===== src/rtl/branch_resolve_unit.sv =====
// Execute-stage resolver for conditional branches, JAL and JALR with a held redirect handshake to fetch.
// Optional misaligned-target trap is enabled by defining BRANCH_MISALIGN_TRAP_EN.
module branch_resolve_unit #(
    parameter int XLEN           = 32,
    parameter int RESET_PC_ALIGN = 2
) (
    input  logic            clk,
    input  logic            rst_n,
    input  logic            req_valid,
    output logic            req_ready,
    input  logic [1:0]      req_kind,
    input  logic [2:0]      req_op,
    input  logic [XLEN-1:0] req_a,
    input  logic [XLEN-1:0] req_b,
    input  logic [XLEN-1:0] req_pc,
    input  logic [XLEN-1:0] req_imm,
    input  logic            req_pred_taken,
    input  logic [XLEN-1:0] req_pred_pc,
    output logic            res_valid,
    output logic            res_taken,
    output logic            res_mispredict,
    output logic            link_valid,
    output logic [XLEN-1:0] link_data,
    output logic            redirect_valid,
    input  logic            redirect_ready,
    output logic [XLEN-1:0] redirect_pc,
    output logic            flush,
    output logic            trap_valid
);

    typedef enum logic [1:0] {
        IDLE,
        EVAL,
        REDIRECT
    } state_t;

    localparam logic [1:0] KindBranch = 2'd0;
    localparam logic [1:0] KindJal    = 2'd1;
    localparam logic [1:0] KindJalr   = 2'd2;

`ifdef BRANCH_MISALIGN_TRAP_EN
    localparam bit TrapEn = 1'b1;
`else
    localparam bit TrapEn = 1'b0;
`endif

    state_t            state_q, state_d;
    logic [1:0]        kind_q;
    logic [2:0]        op_q;
    logic [XLEN-1:0]   a_q, b_q, pc_q, imm_q, predPc_q;
    logic              predTaken_q;
    logic [XLEN-1:0]   redirPc_q, redirPc_d;

    logic              baseCond, cond, taken, misaligned, mispredict, isJump;
    logic [XLEN-1:0]   sum, target, linkPc, nextPc;

    always_ff @(posedge clk or negedge rst_n) begin
        if (!rst_n) begin
            state_q     <= IDLE;
            kind_q      <= '0;
            op_q        <= '0;
            a_q         <= '0;
            b_q         <= '0;
            pc_q        <= '0;
            imm_q       <= '0;
            predTaken_q <= 1'b0;
            predPc_q    <= '0;
            redirPc_q   <= '0;
        end else begin
            state_q   <= state_d;
            redirPc_q <= redirPc_d;
            if (state_q == IDLE && req_valid) begin
                kind_q      <= req_kind;
                op_q        <= req_op;
                a_q         <= req_a;
                b_q         <= req_b;
                pc_q        <= req_pc;
                imm_q       <= req_imm;
                predTaken_q <= req_pred_taken;
                predPc_q    <= req_pred_pc;
            end
        end
    end

    // op_q = {mode, un, neg}: mode picks eq vs lt, un picks unsigned lt, neg inverts.
    always_comb begin
        if (!op_q[2]) begin
            baseCond = (a_q == b_q);
        end else if (op_q[1]) begin
            baseCond = (a_q < b_q);
        end else begin
            baseCond = ($signed(a_q) < $signed(b_q));
        end
        cond = baseCond ^ op_q[0];

        isJump = (kind_q == KindJal) || (kind_q == KindJalr);
        if (kind_q == KindBranch) begin
            taken = cond;
        end else begin
            taken = isJump;
        end

        sum    = (kind_q == KindJalr) ? (a_q + imm_q) : (pc_q + imm_q);
        target = (kind_q == KindJalr) ? {sum[XLEN-1:1], 1'b0} : sum;
        linkPc = pc_q + XLEN'(4);
        nextPc = taken ? target : linkPc;

        misaligned = TrapEn && taken && ((target % XLEN'(RESET_PC_ALIGN)) != '0);
        mispredict = !misaligned &&
                     ((taken != predTaken_q) || (taken && (predPc_q != target)));
    end

    always_comb begin
        state_d        = state_q;
        redirPc_d      = redirPc_q;
        req_ready      = 1'b0;
        res_valid      = 1'b0;
        res_taken      = 1'b0;
        res_mispredict = 1'b0;
        link_valid     = 1'b0;
        link_data      = '0;
        redirect_valid = 1'b0;
        redirect_pc    = '0;
        flush          = 1'b0;
        trap_valid     = 1'b0;
        case (state_q)
            IDLE: begin
                req_ready = 1'b1;
                if (req_valid) begin
                    state_d = EVAL;
                end
            end
            EVAL: begin
                res_valid      = 1'b1;
                res_taken      = taken;
                res_mispredict = mispredict;
                link_valid     = isJump && !misaligned;
                link_data      = linkPc;
                trap_valid     = misaligned;
                if (mispredict) begin
                    state_d   = REDIRECT;
                    redirPc_d = nextPc;
                end else begin
                    state_d = IDLE;
                end
            end
            REDIRECT: begin
                redirect_valid = 1'b1;
                redirect_pc    = redirPc_q;
                if (redirect_ready) begin
                    flush   = 1'b1;
                    state_d = IDLE;
                end
            end
            default: begin
                state_d = IDLE;
            end
        endcase
    end

endmodule


===== config.mk =====
export PLATFORM = sky130hd
export DESIGN_NAME = branch_resolve_unit
export DESIGN_NICKNAME = d
export VERILOG_FILES = /design/src/rtl/branch_resolve_unit.sv
export SDC_FILE = /design/constraint.sdc
export NUM_CORES = 1
export LEC_CHECK = 0
export ABC_AREA = 1
export ABC_CLOCK_PERIOD_IN_PS = 4500
export CORE_MARGIN = 2
export CORE_UTILIZATION = 37
export DETAILED_ROUTE_END_ITERATION = 7
export GPL_TIMING_DRIVEN = 0
export HOLD_SLACK_MARGIN = 0.03
export PLACE_DENSITY = 0.59
export SYNTH_ARGS = -nofsm -noshare
export SYNTH_HDL_FRONTEND = slang
export SYNTH_SLANG_ARGS = --single-unit
export TNS_END_PERCENT = 5

===== constraint.sdc =====
create_clock -name clk -period 4.5 [get_ports clk]
set_clock_uncertainty 0.2 [all_clocks]
set_input_delay 0.9 -clock clk [delete_from_list [all_inputs] [get_ports clk]]
set_output_delay 0.9 -clock clk [all_outputs]
set_load 0.1 [all_outputs]

### I/O nets highlighted

Scale: 1.5 px per um.
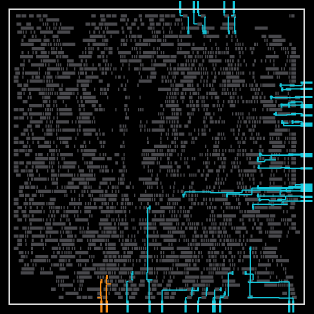
Cyan is req_pred_pc, direction input, edge 17 right, 10 bottom, 5 top, end cells 32, buffers 32, wire 956 um. Orange is req_kind, direction input, edge bottom, end cells 2, buffers 2, wire 37.6 um.

### M4 wires

Scale: 2 px per um. Supply wires on this layer in gray.
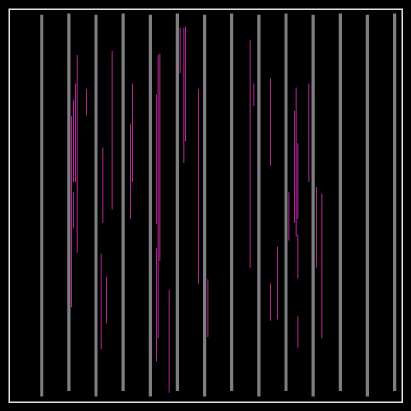
The wires run mostly vertical. The longest straight run is 141 um. The layer holds 3.6% of the routed length. 29 nets have wire on it.

==> notes.md <==
For reference, the critical path cell chain is ha_4 -> buf_4 -> buf_8 -> nand2_1 -> o21ai_4 -> ha_4 -> nand2_1 -> inv_1 -> nand3_4 -> nand2_4 -> buf_4 -> nand3_1 -> nand3_1 -> nand2_1 -> nand3_1 -> nand4_1 -> nor2_2 -> nand3_2 -> nor2_2 -> nand2_2 -> nand2_4 -> inv_4 -> buf_12. The uppermost signal routing layer after detailed routing was met4. The run gives 0 as the number of nets with antenna violations after detailed routing. The worst flop-to-flop path startpoint was kind_q[1]$_DFFE_PN0P_. 1532 cells are multi-input combinational gates. Global routing put the most usage on met2. With the post-route worst setup slack at -0.455 ns, the number of endpoints failing setup at the final stage is 1. The total length of routed met3 wires is 2860 um. The number of I/O port buffers is 240. The capture point of the worst register-to-register path is recorded as redirPc_q[4]$_DFFE_PN0P_.

Across all stage logs, warnings added up to 33. In this run the layout overhead on the synthesized area is reported as 36.3%. The xor and xnor area share after synthesis was 0.0129; the final wirelength was 52200 um. The tools report the critical path capture point type as an output pin. The worst-case reg-to-reg path depth is 26, and the initial antenna violation count is 0. The post-place setup slack came out at -2.00 ns.

After synthesis the cells add up to 13600 um2. The final reports fail on setup timing. The slowest cell on the critical path is sky130_fd_sc_hd__dfrtp_2. The final layout report lists a non-clock inverter count of 306.

The flow ran to the end, but the final reports show violations. The number of global-route vias before repair is 14005. The run gives 0.440 for the multi-input combinational area share. Non-clock buffers in the final layout number 341. The required time reported for the critical path endpoint came out at 3.40 ns.

The synthesized-area fraction occupied by ao, oa, aoi and oai cells came out at 0.0699. OpenSTA lists the critical path endpoint as res_mispredict. Entering global routing, the biggest net connects 120 pins. The largest cell class by area is logic gates.

For reference, the critical path is launched at kind_q[1]$_DFFE_PN0P_. The class of the tightest hold or removal check is in -> async. Per the post-run analysis, buffers plus inverters along the critical path come to 6.

Sequential fraction of total cell area: 0.270. The combinational gate area is 8150 um2. The transition time recorded at the tightest slew-check pin is 1.21 ns. The number of tap cells inserted was 468; the count of state elements after synthesis was 200.

The tools report the number of buffers created by CTS as 17. Met3 layer usage reported by global route: 0.0474. The number of nets in the synthesized netlist is 2345. Number of warnings reported in the yosys synthesis log: 0.
### Clock wires, drivers and flops

Scale: 2 px per um.
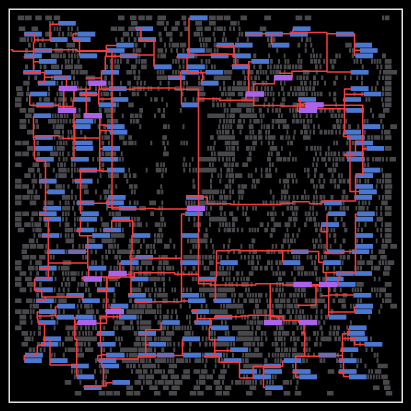
Red is clock wires, length 3010 um. Blue is flip-flops, count 200. Purple is cells driving clock nets, count 17.
There are 18 routed clock nets. Position of the flops: all over the die.
insertion delay of the later-clocked pin in the worst-skew pair: 0.46 ns

